[src/rtl/mem_program_loader_if.sv]
// Handshake and memory-port bundle between the program loader and its
// stimulus source, instruction consumer and word-addressed memory.
interface mem_program_loader_if #(
    parameter int DW = 32,
    parameter int CW = 7
);
    logic          load_start;
    logic          load_valid;
    logic          load_last;
    logic [DW-1:0] load_data;
    logic          load_ready;
    logic          fetch_start;
    logic          abort;
    logic          instr_valid;
    logic          instr_ready;
    logic [DW-1:0] instr_data;
    logic          busy;
    logic          done;
    logic          overflow;
    logic [CW-1:0] words_loaded;
    logic          mem_sel;
    logic          mem_we;
    logic [DW-1:0] mem_addr;
    logic [DW-1:0] mem_wdata;
    logic [DW-1:0] mem_rdata;

    modport master (
        input  load_start, load_valid, load_last, load_data,
        input  fetch_start, abort, instr_ready, mem_rdata,
        output load_ready, instr_valid, instr_data,
        output busy, done, overflow, words_loaded,
        output mem_sel, mem_we, mem_addr, mem_wdata
    );

    modport slave (
        output load_start, load_valid, load_last, load_data,
        output fetch_start, abort, instr_ready, mem_rdata,
        input  load_ready, instr_valid, instr_data,
        input  busy, done, overflow, words_loaded,
        input  mem_sel, mem_we, mem_addr, mem_wdata
    );
endinterface

[src/rtl/mem_program_loader.sv]
// Loads a program stream into word-addressed memory, then fetches it back
// one word per two cycles to a valid/ready consumer.
module mem_program_loader #(
    parameter int          MEMORY_DEPTH = 64,
    parameter int          DATA_WIDTH   = 32,
    parameter int unsigned BASE_ADDR    = 0
) (
    input  logic clk,
    input  logic reset,
    mem_program_loader_if.master bus
);
    localparam int AW = $clog2(MEMORY_DEPTH);
    localparam int CW = AW + 1;
    localparam logic [AW-1:0] IDX_MAX   = AW'(MEMORY_DEPTH - 1);
    localparam logic [CW-1:0] DEPTH_CNT = CW'(MEMORY_DEPTH);

    typedef enum logic [1:0] {
        IDLE,
        LOAD,
        FETCH,
        HOLD
    } state_e;

    state_e                state_q, state_d;
    logic [AW-1:0]         idx_q, idx_d;
    logic [CW-1:0]         words_q, words_d;
    logic [DATA_WIDTH-1:0] instr_q, instr_d;
    logic                  ovf_q, ovf_d;
    logic                  done_q, done_d;
    logic                  ivalid_q, ivalid_d;
    logic                  load_acc;
    logic                  last_fetch;
    logic                  wr_en;

    // An aborted cycle never completes the handshake, so no word is taken.
    assign bus.load_ready = (state_q == LOAD) && !bus.abort;
    assign load_acc       = bus.load_ready && bus.load_valid;
    assign last_fetch     = ({1'b0, idx_q} == (words_q - CW'(1)));
    assign wr_en          = load_acc;

    always_comb begin
        state_d  = state_q;
        idx_d    = idx_q;
        words_d  = words_q;
        instr_d  = instr_q;
        ovf_d    = ovf_q;
        done_d   = 1'b0;
        ivalid_d = ivalid_q;
        if (state_q != IDLE && bus.abort) begin
            state_d  = IDLE;
            ivalid_d = 1'b0;
        end else begin
            unique case (state_q)
                IDLE: begin
                    if (bus.load_start) begin
                        state_d = LOAD;
                        idx_d   = '0;
                        ovf_d   = 1'b0;
                    end else if (bus.fetch_start && words_q != '0) begin
                        state_d = FETCH;
                        idx_d   = '0;
                    end
                end
                LOAD: begin
                    if (load_acc) begin
                        // idx saturates at the last word instead of wrapping.
                        if (idx_q != IDX_MAX) begin
                            idx_d = idx_q + 1'b1;
                        end
                        if (bus.load_last) begin
                            state_d = IDLE;
                            words_d = {1'b0, idx_q} + CW'(1);
                            done_d  = 1'b1;
                        end else if (idx_q == IDX_MAX) begin
                            state_d = IDLE;
                            words_d = DEPTH_CNT;
                            ovf_d   = 1'b1;
                        end
                    end
                end
                FETCH: begin
                    instr_d  = bus.mem_rdata;
                    ivalid_d = 1'b1;
                    state_d  = HOLD;
                end
                HOLD: begin
                    if (bus.instr_ready) begin
                        ivalid_d = 1'b0;
                        if (last_fetch) begin
                            state_d = IDLE;
                            done_d  = 1'b1;
                        end else begin
                            idx_d   = idx_q + 1'b1;
                            state_d = FETCH;
                        end
                    end
                end
                default: state_d = IDLE;
            endcase
        end
    end

    always_ff @(posedge clk or negedge reset) begin
        if (!reset) begin
            state_q  <= IDLE;
            idx_q    <= '0;
            words_q  <= '0;
            instr_q  <= '0;
            ovf_q    <= 1'b0;
            done_q   <= 1'b0;
            ivalid_q <= 1'b0;
        end else begin
            state_q  <= state_d;
            idx_q    <= idx_d;
            words_q  <= words_d;
            instr_q  <= instr_d;
            ovf_q    <= ovf_d;
            done_q   <= done_d;
            ivalid_q <= ivalid_d;
        end
    end

    assign bus.busy         = (state_q != IDLE);
    assign bus.done         = done_q;
    assign bus.overflow     = ovf_q;
    assign bus.words_loaded = words_q;
    assign bus.instr_valid  = ivalid_q;
    assign bus.instr_data   = instr_q;
    assign bus.mem_we       = wr_en;
    assign bus.mem_sel      = wr_en || (state_q == FETCH);
    assign bus.mem_wdata    = bus.load_data;
    assign bus.mem_addr     = DATA_WIDTH'(BASE_ADDR)
                            + DATA_WIDTH'({idx_q, 2'b00});
endmodule

[src/flat_wrapper.sv]
// flat-port wrapper written by rule: the top's interface ports become plain ports
module mem_program_loader_flat 
#(
    parameter int          MEMORY_DEPTH = 64,
    parameter int          DATA_WIDTH   = 32,
    parameter int unsigned BASE_ADDR    = 0
)
  (clk, reset, bus_load_start, bus_load_valid, bus_load_last, bus_load_data, bus_fetch_start, bus_abort, bus_instr_ready, bus_mem_rdata, bus_load_ready, bus_instr_valid, bus_instr_data, bus_busy, bus_done, bus_overflow, bus_words_loaded, bus_mem_sel, bus_mem_we, bus_mem_addr, bus_mem_wdata);
  mem_program_loader_if #(.DW((32)), .CW((7))) bus_i ();
  input  logic clk;
  input  logic reset;
  input wire logic [$bits(bus_i.load_start)-1:0] bus_load_start;
  input wire logic [$bits(bus_i.load_valid)-1:0] bus_load_valid;
  input wire logic [$bits(bus_i.load_last)-1:0] bus_load_last;
  input wire logic [$bits(bus_i.load_data)-1:0] bus_load_data;
  input wire logic [$bits(bus_i.fetch_start)-1:0] bus_fetch_start;
  input wire logic [$bits(bus_i.abort)-1:0] bus_abort;
  input wire logic [$bits(bus_i.instr_ready)-1:0] bus_instr_ready;
  input wire logic [$bits(bus_i.mem_rdata)-1:0] bus_mem_rdata;
  output wire logic [$bits(bus_i.load_ready)-1:0] bus_load_ready;
  output wire logic [$bits(bus_i.instr_valid)-1:0] bus_instr_valid;
  output wire logic [$bits(bus_i.instr_data)-1:0] bus_instr_data;
  output wire logic [$bits(bus_i.busy)-1:0] bus_busy;
  output wire logic [$bits(bus_i.done)-1:0] bus_done;
  output wire logic [$bits(bus_i.overflow)-1:0] bus_overflow;
  output wire logic [$bits(bus_i.words_loaded)-1:0] bus_words_loaded;
  output wire logic [$bits(bus_i.mem_sel)-1:0] bus_mem_sel;
  output wire logic [$bits(bus_i.mem_we)-1:0] bus_mem_we;
  output wire logic [$bits(bus_i.mem_addr)-1:0] bus_mem_addr;
  output wire logic [$bits(bus_i.mem_wdata)-1:0] bus_mem_wdata;
  assign bus_i.load_start = bus_load_start;
  assign bus_i.load_valid = bus_load_valid;
  assign bus_i.load_last = bus_load_last;
  assign bus_i.load_data = bus_load_data;
  assign bus_i.fetch_start = bus_fetch_start;
  assign bus_i.abort = bus_abort;
  assign bus_i.instr_ready = bus_instr_ready;
  assign bus_i.mem_rdata = bus_mem_rdata;
  assign bus_load_ready = bus_i.load_ready;
  assign bus_instr_valid = bus_i.instr_valid;
  assign bus_instr_data = bus_i.instr_data;
  assign bus_busy = bus_i.busy;
  assign bus_done = bus_i.done;
  assign bus_overflow = bus_i.overflow;
  assign bus_words_loaded = bus_i.words_loaded;
  assign bus_mem_sel = bus_i.mem_sel;
  assign bus_mem_we = bus_i.mem_we;
  assign bus_mem_addr = bus_i.mem_addr;
  assign bus_mem_wdata = bus_i.mem_wdata;
  mem_program_loader #(.MEMORY_DEPTH(MEMORY_DEPTH), .DATA_WIDTH(DATA_WIDTH), .BASE_ADDR(BASE_ADDR)) u_core (.clk(clk), .reset(reset), .bus(bus_i));
endmodule
[config.mk]
export PLATFORM = sky130hd
export DESIGN_NAME = mem_program_loader_flat
export DESIGN_NICKNAME = d
export VERILOG_FILES = /design/src/rtl/mem_program_loader_if.sv /design/src/rtl/mem_program_loader.sv /design/src/flat_wrapper.sv
export SDC_FILE = /design/constraint.sdc
export NUM_CORES = 1
export LEC_CHECK = 0
export ABC_CLOCK_PERIOD_IN_PS = 2100
export CAP_MARGIN = 20
export CORE_MARGIN = 5
export CORE_UTILIZATION = 33
export DETAILED_ROUTE_END_ITERATION = 12
export GPL_TIMING_DRIVEN = 0
export PLACE_DENSITY = 0.81
export SETUP_SLACK_MARGIN = 0.1
export SYNTH_ARGS = -nofsm -noshare
export SYNTH_HDL_FRONTEND = slang
export SYNTH_SLANG_ARGS = --single-unit
[constraint.sdc]
create_clock -name clk -period 2.1 [get_ports clk]
set_clock_uncertainty 0.05 [all_clocks]
set_input_delay 0.525 -clock clk [delete_from_list [all_inputs] [get_ports clk]]
set_output_delay 0.525 -clock clk [all_outputs]
set_load 0.02 [all_outputs]
Fig. 1: run 1, gate families picked out
Bar = 20 µm.
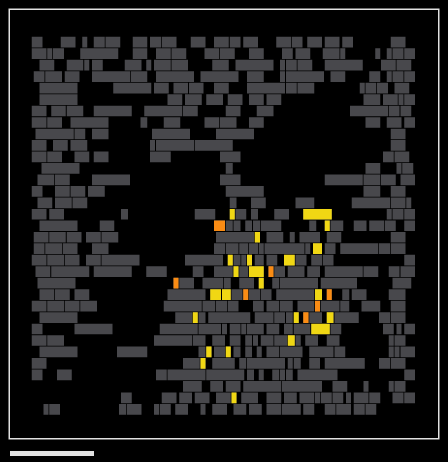
Key: yellow = nor cells [cells 23, most used nor2_1]; orange = inv cells [cells 7, most used inv_1]
most frequent logic cell in the layout: clkdlybuf4s50_1
combinational share of cell area: 26.3%
Post-Layout Cell Count: 533

Fig. 2: run 1, placement view
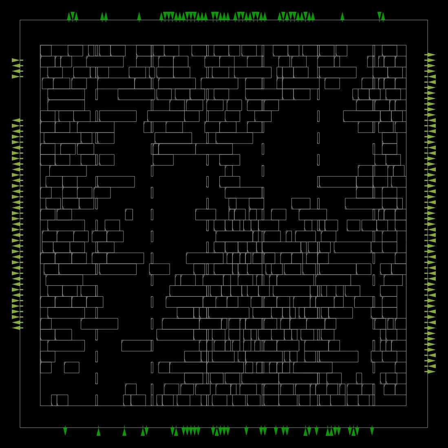
flop share of the area: 27.3%
fin util: 56.2%
Tap Count: 105

Fig. 3: run 1, cell classes on the final placement
Bar = 20 µm. Fill, decap, tap and diode cells in gray.
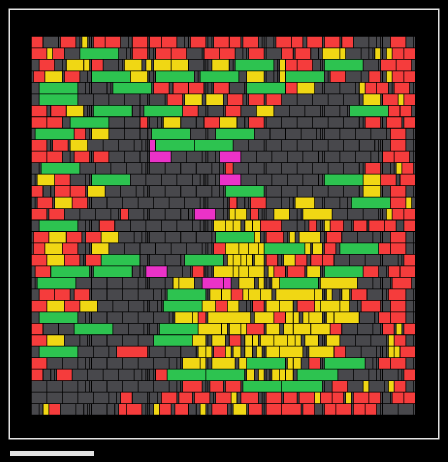
Key: yellow = remaining logic cells [cells 162, share of their area 28%]; red = remaining buffers and delay cells [cells 208, share of their area 42%]; magenta = clock drivers and dummy loads [cells 8, share of their area 2.0%]; green = sequential cells [cells 50, share of their area 28%]
Core Rows: 33
post-route cell area: 4600 µm²
core area: 8180 µm²

Fig. 4: run 1, where the registers sit
Bar = 20 µm. Other sequential cells in the stronger gray, the rest of the logic in the fainter gray.
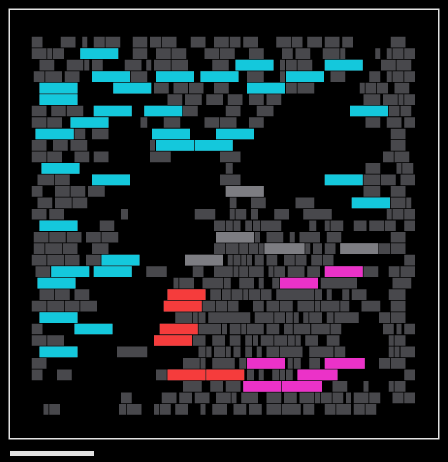
Key: cyan = `u_core.bus.instr_data` [flops 32]; magenta = `u_core.bus.words_loaded` [flops 7]; red = `u_core.idx_q` [flops 6, where bottom middle]
Another 5 sequential cells are not colored.
Sequential Area: 1260 µm²
Seq group: 1.58 mW

==> job_summary.md, run 1 <==
### Yosys + OpenROAD results

| Metric | Value |
|---|---|
| Synth unique cells | `39` |
| Top layer in use | `met4` |
| Net Switching | `2.16 mW` |
| Wire length on met1 | `2.69 mm` |
| # H-tree levels | `2` |
| Ys async rst share | `100%` |
| Slowest-stage cell, CP | `or4_4` |
| Final period util | `106%` |
| # hold bufs at CTS | `0` |
| Die height | `101 µm` |
| Top Usage Layer GRT | `met2` |
| Yosys reg bits | `50` |
| Main logic family after synthesis | `buffers and inverters` |
| Synth Warn # | `0` |
| Post-synth EDFFs | `0` |
| Via count | `2413` |
| AO/OA Area Share | `7.75%` |
| Nets@finish | `approximately 500` |
| R2R Path End | `u_core.idx_q[0]` |
| Antenna violations before repair | `0` |
| Sink Count | `roughly 50` |
| Hold crit path type | `in -> async` |
| Status | `finished, violations left` |
| Hold slack | `between 0.1 and 0.15 ns` |
| HPWL Detailed | `5.87 mm` |
| Worst Setup End Kind | `flop` |
| Routed Wire Length | `7.87 mm` |
| Gr usage total | `13.4%` |
| PD cells | `between 1000 and 1500 nW/µm²` |
| Seq/Total Area, Yosys | `45.3%` |
| M3 GR Usage | `4.61%` |
| CP arrival | `2.36 ns` |
| Layout cell share with drive strength beyond 1 | `36.2%` |
| PortBufs | `123` |
| Largest net degree at the start of global routing | `30` |
| Inst Count DP | `505` |
| Mean Syn Cell Area | `11.0 µm²` |
| Fin. Hold Viols | `0` |
| Final min period | `2.23 ns` |
| Worst reg2reg path depth | `6` |
| Ports | `182` |
| Crit path kind | `reg -> reg` |
| Initial DRC Count | `110` |
| Final number of max-transition violations | `0` |
| Least-Margin Pin Slew | `0.538 ns` |
| CP max FO | `5` |
| Clock Power Share | `10.5%` |
| Relative slew slack | `63.9%` |
| Tool warnings | `30` |
| P_int | `3.35 mW` |
| DR WL met3 | `1.01 mm` |
| Vias in the first global route | `2342` |
| Worst setup margin | `-0.131 ns` |
| Instance count on the critical path | `6` |
| Failing checks | `negative setup slack` |
| Final setup viols | `8` |
| Crit path max-delay family | `simple AND/OR/NAND/NOR gates` |
| Clk root buf | `clkbuf_8` |
| Pwr Total | `5.51 mW` |
| Comb. pwr | `~3.4 mW` |
| Leakage | `2.20 nW` |
| Die Size | `10300 µm²` |
| Combinational cell fraction of total power | `about three fifths` |
| Total gr overflow | `0` |
| Insertion Delay late pin | `around 0.30 ns` |
| Mux share | `15.0%` |
| Worst Setup EP | `u_core.idx_q[0]` |
| Commonest flop | `dfrtp_1` |
| First-pass DRT Iterations | `4` |
| Top Layout Cells | `clkdlybuf4s50_1, buf_4, dfrtp_1` |
| Area after DPL | `around 4300 µm²` |
| WP data required | `2.23 ns` |
| Post-synthesis instance total | `251` |
| Yosys xor share | `~4.1%` |
| N_diodes | `0` |
run 1: worst min-delay path by stage:
stage / endpoint / slack, ns
detailed placement: u_core.bus.instr_data[9] / 0.45
floorplan: u_core.bus.done / 0.18
global placement: u_core.bus.instr_data[30] / 0.44
CTS: u_core.bus.instr_data[13] / 0.17
global route: u_core.idx_q[3] / 0.18
finish: u_core.idx_q[4] / 0.14
run 1: cell type report:
cell class	count	area (µm²)	share of cell area [%]
timing repair buffer	144	1400	30.4
inverter	7	30.0	0.653
buffer	64	480	10.5
clock inverter	1	5.00	0.109
clock buffer	7	86.3	1.88
tap	105	131	2.86
multi-input combinational	155	1210	26.3
sequential	50	1260	27.3
run 1: registers in the layout (all words and copies together), names as in the netlist:
name,count
u_core.bus.instr_data,32
u_core.bus.words_loaded,7
u_core.idx_q,6
u_core.state_q,2
u_core.bus.done,1
u_core.bus.instr_valid,1
u_core.bus.overflow,1
run 1: Yosys cell counts, types with 3 or more instances:
library cell   n  area (µm²)
clkbuf_1       6        22.5
mux2_2        36         405
nand2_1       12        45.0
dfrtp_1       50        1250
inv_1          7        26.3
nand3_1        4        20.0
nor3b_1        4        30.0
ha_1           3        37.5
nor2_1        13        48.8
nor3_1         4        20.0
buf_4         58         435
a21oi_1        3        15.0
xnor2_1        5        43.8
o21ai_0        9        45.0
xor2_1         8        70.1
nand2b_1       3        18.8
run 1: logic make-up (layout without fill, tap and decap cells):
group,after synthesis,after routing
XOR/XNOR,13,13
AND/OR/NAND/NOR,47,47
multiplexers,37,37
adder cells (fa/ha/maj),3,3
AND-OR/OR-AND,29,29
other,1,26
flip-flops,50,50
buffers and inverters,71,223
run 1: what timing repair did:
action,CTS,global route
buffers inserted,11,9
cloned,0,1
resized,41,22
pin swaps,4,2
endpoints found under the setup margin,53,39
==> inputs of run 2 (changes only) <==
--- a/config.mk
+++ b/config.mk
@@ -7,12 +7,15 @@
 export LEC_CHECK = 0
 export ABC_CLOCK_PERIOD_IN_PS = 2100
 export CAP_MARGIN = 20
+export CELL_PAD_IN_SITES_DETAIL_PLACEMENT = 0
+export CELL_PAD_IN_SITES_GLOBAL_PLACEMENT = 1
 export CORE_MARGIN = 5
-export CORE_UTILIZATION = 33
+export CORE_UTILIZATION = 23
 export DETAILED_ROUTE_END_ITERATION = 12
 export GPL_TIMING_DRIVEN = 0
-export PLACE_DENSITY = 0.81
+export PLACE_DENSITY = 0.79
 export SETUP_SLACK_MARGIN = 0.1
 export SYNTH_ARGS = -nofsm -noshare
 export SYNTH_HDL_FRONTEND = slang
 export SYNTH_SLANG_ARGS = --single-unit
+export TNS_END_PERCENT = 100
==> run 2 against run 1 <==
The flow still finishes with violations (negative setup slack). Critical path depth rose by 2. Global-route usage down 2.8 points. Critical endpoint unchanged. Area after synthesis is the same. Critical path type unchanged. Highest routed layer unchanged.
==> job_summary.md, run 2 <==
### Yosys + OpenROAD results

| Metric | Value |
|---|---|
| Layout cell share with drive strength beyond 1 | `35.8% (-0.45 points)` |
| Commonest flop | `dfrtp_1` |
| Placer Congestion | `0.782` |
| HPWL Detailed | `5.99 mm (+2.0%)` |
| # hold bufs at CTS | `0 (unchanged)` |
| Net Sw Frac | `37.0%` |
| Ports | `182 (unchanged)` |
| Combinational cell fraction of total power | `55.9% (-4.9 points)` |
| Largest net degree at the start of global routing | `29 (-3.3%)` |
| Post-synth EDFFs | `0 (unchanged)` |
| First-pass DRT Iterations | `4 (unchanged)` |
| WP data required | `2.23 ns (about the same)` |
| PD cells | `1260 nW/µm² (+5.1%)` |
| Worst Path Buf+Inv | `3` |
| Clock tree buffer depth | `2` |
| DR WL met3 | `824 µm (-18%)` |
| Main logic family after synthesis | `buffers and inverters` |
| Worst Setup End Kind | `flop` |
| Top layer in use | `met4` |
| Drc violations | `0` |
| Most numerous cell in the Yosys netlist | `buf_4` |
| Achievable Freq | `0.447 GHz` |
| Hold crit path type | `in -> async` |
| Fin. Hold Viols | `0 (unchanged)` |
| Final min period | `2.24 ns (+0.00538 ns)` |
| Status | `finished, violations left` |
| Max VDD drop | `0.000552 V` |
| Fp_density | `23.2%` |
| Least-Margin Pin Slew | `0.592 ns (+0.0536 ns)` |
| Tool warnings | `30 (unchanged)` |
| Initial DRC Count | `61 (-45%)` |
| Crit path kind | `reg -> reg` |
| Die Size | `14300 µm² (+39%)` |
| CTS tree | `done` |
| Ys async rst share | `100% (unchanged)` |
| Leakage | `2.30 nW (+4.5%)` |
| Mux share | `15.0% (unchanged)` |
| Routed Wire Length | `7.90 mm (+0.41%)` |
| Total gr overflow | `0 (unchanged)` |
| Worst reg2reg path depth | `8 (+2)` |
| Final number of max-transition violations | `0 (unchanged)` |
| Slowest-stage cell, CP | `or4_4` |
| Clock Power Share | `17.7% (+7.2 points)` |
| Post-synth area hogs | `dfrtp_1, buf_4, mux2_2` |
| Vias in the first global route | `2485 (+6.1%)` |
| Top Usage Layer GRT | `met2` |
| Insertion Delay late pin | `0.29 ns (about the same)` |
| Synth unique cells | `39 (unchanged)` |
| Clk root buf | `clkbuf_16` |
| Crit path max-delay family | `simple AND/OR/NAND/NOR gates` |
| CP arrival | `2.36 ns (about the same)` |
| Synth Warn # | `0 (unchanged)` |
| Yosys cell count | `251` |
| Top Layout Cells | `clkdlybuf4s50_1, buf_4, dfrtp_1` |
| Max stage delay on crit path | `0.56 ns` |
| Area grow syn2layout | `72.8%` |
| N_diodes | `0 (unchanged)` |
| Instance count on the critical path | `8 (+2)` |
| Routed vias/inst | `about 4` |
| Reg2reg start | `u_core.bus.words_loaded[3]` |
| CP max FO | `5 (unchanged)` |
| Routing usage on met2 | `18.1%` |
| Most frequent logic cell in the layout | `clkdlybuf4s50_1` |
| Nets@finish | `499 (-0.60%)` |
| Worst setup margin | `-0.136 ns (-0.00538 ns)` |
| Die height | `120 µm (+18%)` |
| Startpoint class of the critical path | `flop` |
| AO/OA Area Share | `7.75% (unchanged)` |
| Final setup viols | `7 (-1)` |
| Sink Count | `50 (unchanged)` |
| Final period util | `106% (+0.26 points)` |
| # H-tree levels | `2 (unchanged)` |
| Mean Syn Cell Area | `11.0 µm² (unchanged)` |
| Net Switching | `2.23 mW (+3.1%)` |
| PortBufs | `123 (unchanged)` |
| RSZ-0062 raised after global routing | `yes` |
| Yosys simple share | `under 10%` |
| Reg power frac | `26.4%` |
| Wire length on met1 | `3.11 mm (+16%)` |
| Hold slack | `0.187 ns (+0.0476 ns)` |
| Met1 GRT Util | `between 10% and 20%` |
| Via count | `2329 (-3.5%)` |
| Max reg flops | `32 (unchanged)` |
| Seq/Total Area, Yosys | `45.3% (unchanged)` |
| Relative slew slack | `60.6% (-3.3 points)` |
| Antenna-violating nets left | `0` |
| Setup WS pre-CTS | `-0.820 ns` |
| Top cell type by total area after synthesis | `dfrtp_1` |
| Antenna violations before repair | `0 (unchanged)` |
| Worst Setup SP | `u_core.bus.words_loaded[3]` |
| Yosys xor share | `4.12% (unchanged)` |
| Post-synthesis instance total | `251 (unchanged)` |
| # Max-Cap Violations | `0` |
| Yosys Chip Area | `~2800 µm²` |
| Gr usage total | `10.6% (-2.8 points)` |
| P_int | `3.79 mW (+13%)` |
| Area after DPL | `4310 µm² (+1.2%)` |
| Failing checks | `negative setup slack` |
| Synth cell count leaders | `buf_4, dfrtp_1, mux2_2` |
| M3 GR Usage | `4.52% (-0.090 points)` |
| Yosys reg bits | `50 (unchanged)` |
| Max-area cell share | `45.3% (unchanged)` |
-- run 2: worst paths after layout --
check / endpoint / slack, ns
min: u_core.bus.instr_data[10] / 0.19
max: u_core.idx_q[0] / -0.14
min reg2reg: u_core.bus.instr_data[24] / 0.46
min in group clk: u_core.bus.instr_data[24] / 0.46
max in group asynchronous: u_core.bus.instr_data[5] / 1.25
max reg2reg: u_core.idx_q[0] / -0.14
-- run 2: power groups by stage --
stage               clock, mW  sequential, mW  combinational, mW
finish                   1.06            1.59               3.36
detailed placement          0            1.62               2.90
global placement            0            1.60               2.87
global route             1.15            1.64               3.58
CTS                      1.11            1.58               3.17
floorplan                   0            2.04               1.24
-- run 2: area by class of cell --
cell class	count	area [µm²]
Tap cell	147	184
Sequential cell	50	1250
Fill cell	1156	7140
Inverter	7	30.0
Clock inverter	2	60.1
Multi-Input combinational cell	155	1250
Clock buffer	6	139
Timing Repair Buffer	141	1380
Buffer	64	478
-- run 2: what timing repair did --
action / in CTS / in global routing
pin swaps: 4 / 9
endpoints found under the setup margin: 47 / 22
resized: 36 / 34
buffers inserted: 10 / 7
cloned: 0 / 1
endpoints found under the hold margin: 0 / 0
-- run 2: metrics by stage --
step | utilization (%) | std cells | power [mW]
floorplan | - | 276 | 3.28
global placement | 36.1 | 546 | 4.46
detailed placement | 36.2 | 547 | 4.52
CTS | 39.0 | 565 | 5.86
global route | 40.1 | 572 | 6.37
finish | 40.1 | 572 | 6.01
-- run 2: kinds of logic after synthesis --
logic type                 after synthesis
AOI/OAI and AO/OA                       29
xor gates and xnor gates                13
adders and majority gates                3
buffers and inverters                   71
DFF                                     50
muxes                                   37
other                                    1
and+or+nand+nor                         47
Fig. 5: run 2, cell classes on the final placement
Bar = 20 µm. Fill, decap, tap and diode cells in gray.
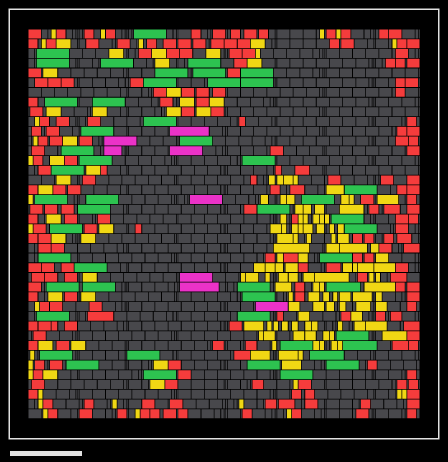
Key: yellow = remaining logic cells [cells 162, share of their area 28%]; red = remaining buffers and delay cells [cells 205, share of their area 40%]; green = sequential cells [cells 50, share of their area 27%]; magenta = clock drivers and dummy loads [cells 8, share of their area 4.3%]
Core Rows: 40
flop share of the area: 26.3%
post-route cell area: 4770 µm²

Fig. 6: run 2, where the registers sit
Bar = 20 µm. Other sequential cells in the stronger gray, the rest of the logic in the fainter gray.
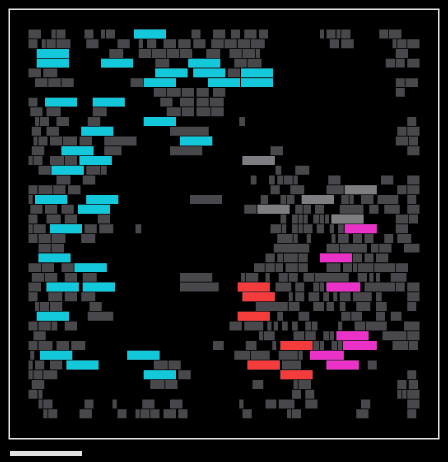
Key: cyan = `u_core.bus.instr_data` [flops 32]; magenta = `u_core.bus.words_loaded` [flops 7, where bottom right]; red = `u_core.idx_q` [flops 6, where bottom middle]
fin util: 40.1%
Sequential Area: 1250 µm²
Seq group: 1.59 mW

Fig. 7: run 2, placement view
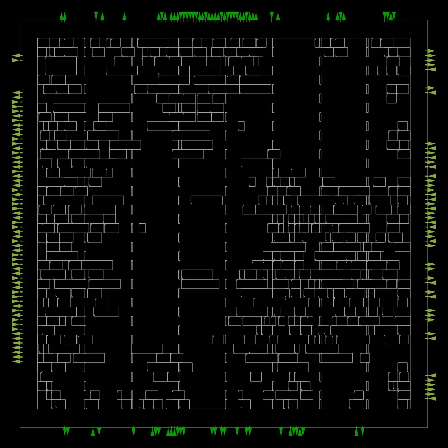
Seq cells: 50
Tap Count: 147
fill count: 1156
core area: 11900 µm²

==> inputs of run 3 (changes only) <==
--- a/config.mk
+++ b/config.mk
@@ -14,7 +14,7 @@
 export DETAILED_ROUTE_END_ITERATION = 12
 export GPL_TIMING_DRIVEN = 0
 export PLACE_DENSITY = 0.79
-export SETUP_SLACK_MARGIN = 0.1
+export SETUP_SLACK_MARGIN = 0.15
 export SYNTH_ARGS = -nofsm -noshare
 export SYNTH_HDL_FRONTEND = slang
 export SYNTH_SLANG_ARGS = --single-unit
==> run 3 against run 2 <==
The run still ends with negative setup slack left. Clock power down about 10%. Power down 3.2%. Critical path depth down 2. Flip-flop count unchanged. Non-clock buffer count up 2. Clock-buffer cell count down 1. Register-to-register slack better by 0.05 ns. Maximum frequency up 2.5%. Sequential share of layout area up 0.30 points. Worst setup slack better by 0.054 ns. Die size unchanged.
==> job_summary.md, run 3 <==
### Yosys + OpenROAD results

| Metric | Value |
|---|---|
| Status | `finished, violations left` |
| Failing checks | `negative setup slack` |
| Startpoint class of the critical path | `flop` |
| PD cells | `1230 nW/µm² (-2.3%)` |
| Worst R2R Setup Slack | `-0.08 ns (+0.05 ns)` |
| Yosys simple share | `8.74% (unchanged)` |
| Pwr Total | `5.82 mW (-3.2%)` |
| Hold crit path type | `in -> async` |
| Worst reg2reg path depth | `6 (-2)` |
| Ports | `182 (unchanged)` |
| WP data required | `2.22 ns (about the same)` |
| Top Layout Cells | `clkdlybuf4s50_1, buf_4, dfrtp_1` |
| Top cell type by total area after synthesis | `dfrtp_1` |
| Hold slack | `0.186 ns (-0.000463 ns)` |
| AO/OA Area Share | `7.75% (unchanged)` |
| Post-synthesis instance total | `251 (unchanged)` |
| Max reg flops | `32 (unchanged)` |
| Core Rows | `40 (unchanged)` |
| Least-Margin Pin Slew | `0.591 ns (-0.00100 ns)` |
| Fill count | `1154 (-0.17%)` |
| Core area | `11900 µm² (unchanged)` |
| Yosys Chip Area | `2760 µm² (unchanged)` |
| Placer Congestion | `0.699 (-11%)` |
| Most frequent logic cell in the layout | `clkdlybuf4s50_1` |
| Tool warnings | `30 (unchanged)` |
| Relative slew slack | `60.6% (+0.067 points)` |
| Seq/Total Area, Yosys | `45.3% (unchanged)` |
| R2R Path End | `u_core.idx_q[0]` |
| Worst Setup End Kind | `flop` |
| Synth unique cells | `39 (unchanged)` |
| Yosys reg bits | `50 (unchanged)` |
| Area grow syn2layout | `71.2%` |
| Ys async rst share | `100% (unchanged)` |
| Die Size | `14300 µm² (unchanged)` |
| Inst Count DP | `547 (unchanged)` |
| # Max-Cap Violations | `0 (unchanged)` |
| # hold bufs at CTS | `0 (unchanged)` |
| Yosys xor share | `4.12% (unchanged)` |
| Largest net degree at the start of global routing | `29 (unchanged)` |
| CP max FO | `5 (unchanged)` |
| Yosys cell count | `251 (unchanged)` |
| Max VDD drop | `0.000580 V (+5.1%)` |
| Worst setup margin | `-0.0822 ns (+0.0539 ns)` |
| Synth Warn # | `0 (unchanged)` |
| Worst Setup SP | `u_core.bus.words_loaded[3]` |
| Worst Setup EP | `u_core.idx_q[0]` |
| Clock tree buffer depth | `2 (unchanged)` |
| Achievable Freq | `0.458 GHz (+2.5%)` |
| Area after DPL | `4320 µm² (+0.15%)` |
| # H-tree levels | `2 (unchanged)` |
| N_diodes | `0 (unchanged)` |
| Antenna-violating nets left | `0 (unchanged)` |
| Top layer in use | `met4` |
| Post-synth area hogs | `dfrtp_1, buf_4, mux2_2` |
| Layout cell share with drive strength beyond 1 | `37.7% (+1.9 points)` |
| Die height | `120 µm (unchanged)` |
| Reg2reg start | `u_core.bus.words_loaded[3]` |
| Post-synth EDFFs | `0 (unchanged)` |
| Nets@finish | `501 (+0.40%)` |
| Main logic family after synthesis | `buffers and inverters` |
| First-pass DRT Iterations | `4 (unchanged)` |
| Clk root buf | `clkbuf_16` |
| Mux share | `15.0% (unchanged)` |
| Via count | `2363 (+1.5%)` |
| Insertion Delay late pin | `0.28 ns (about the same)` |
| PortBufs | `123 (unchanged)` |
| Antenna violations before repair | `0 (unchanged)` |
| Wire length on met1 | `3.09 mm (-0.77%)` |
| Vias in the first global route | `2544 (+2.4%)` |
| Final number of max-transition violations | `0 (unchanged)` |
| Final setup viols | `7 (unchanged)` |
run 3: cell types whose count changed in the layout (fill, tap and decap cells not counted), sizes merged:
cell           delta
buf               +4
dlymetal6s2s      -4
inv               +1
bufinv            -1
clkdlybuf4s50     -1
clkinv            +1
dlygate4sd2       +5
clkbuf            -3
run 3: where the power goes:
group | internal (mW) | total (mW) | switching (mW)
combinational | 1.71 | 3.31 | 1.60
sequential | 1.35 | 1.58 | 0.229
clock | 0.565 | 0.929 | 0.365
total | 3.63 | 5.82 | 2.19
run 3: area by class of cell:
cell class                      instances  area, µm²  share of cell area [%]
Buffer                                 64        474                    10.0
Clock buffer                            5        125                    2.65
Clock inverter                          3       43.8                   0.926
Inverter                                7       30.0                   0.635
Multi-Input combinational cell        155       1230                    26.0
Sequential cell                        50       1260                    26.6
Tap cell                              147        184                    3.89
Timing Repair Buffer                  143       1390                    29.3
run 3: cell families (layout without fill, tap and decap cells):
| logic type | count (synthesis) | count (layout) |
|---|---|---|
| AND-OR/OR-AND | 29 | 29 |
| XOR/XNOR | 13 | 13 |
| adder cells (fa/ha/maj) | 3 | 3 |
| buffers and inverters | 71 | 222 |
| flip-flops | 50 | 50 |
| multiplexers | 37 | 37 |
| other | 1 | 26 |
| AND/OR/NAND/NOR | 47 | 47 |
run 3: repair_timing:
item,CTS,global route
gates resized,46,26
cloned,0,0
pin swaps,5,4
setup buffers,13,6
setup endpoints to repair,50,17
run 3: critical path, stage by stage, from the launching register on:
cell and delay (ns):
dfrtp_2 0.40, or4_4 0.57, o21ai_4 0.16, nand4b_4 0.15
o41ai_4 0.21, buf_4 0.19, mux2_2 0.33
run 3: routing by layer:
metal  GRT usage [%]  vias to the layer above
met4            2.15                        0
li1                -                     1120
met1            12.4                     1117
met2            18.1                      121
met3            4.38                        5
met5               0                        -
Fig. 8: run 3, cell classes on the final placement
Bar = 20 µm. Fill, decap, tap and diode cells in gray.
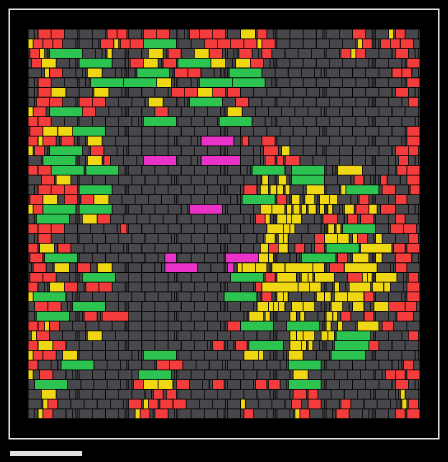
Key: magenta = clock drivers and dummy loads [cells 8, share of their area 3.7%]; red = remaining buffers and delay cells [cells 207, share of their area 41%]; green = sequential cells [cells 50, share of their area 28%]; yellow = remaining logic cells [cells 162, share of their area 28%]
flop share of the area: 26.6%
fin util: 39.7%
post-route cell area: 4730 µm²

Fig. 9: run 3, signal wires by layer
Bar = 20 µm.
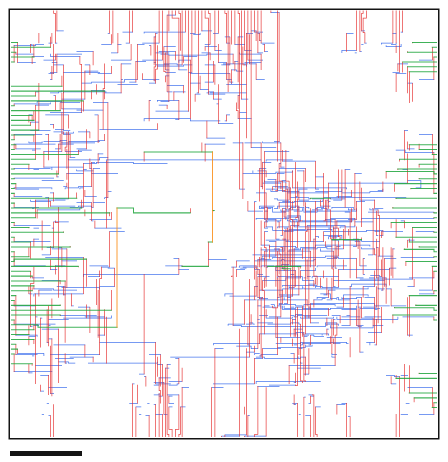
Key: red = M2 [wire length 3840 µm]; orange = M4 [wire length 58.5 µm]; blue = M1 [wire length 3090 µm]; green = M3 [wire length 850 µm]
gr usage total: 10.5%
per-cell routed wire length: 13.7 µm

Fig. 10: run 3, gate families picked out
Bar = 20 µm.
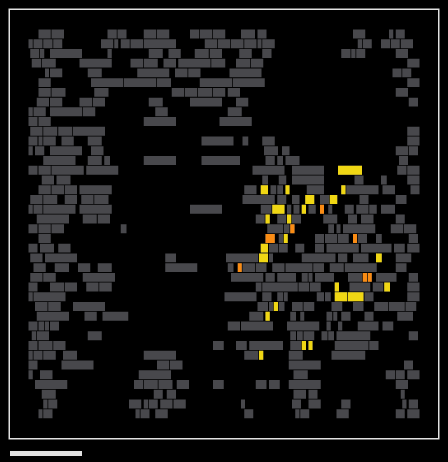
Key: orange = inv cells [cells 7, most used inv_1, where right middle]; yellow = nor cells [cells 23, most used nor2_1]
combinational share of cell area: 26.0%
Post-Layout Cell Count: 574

Power and IR drop assume default switching activity.
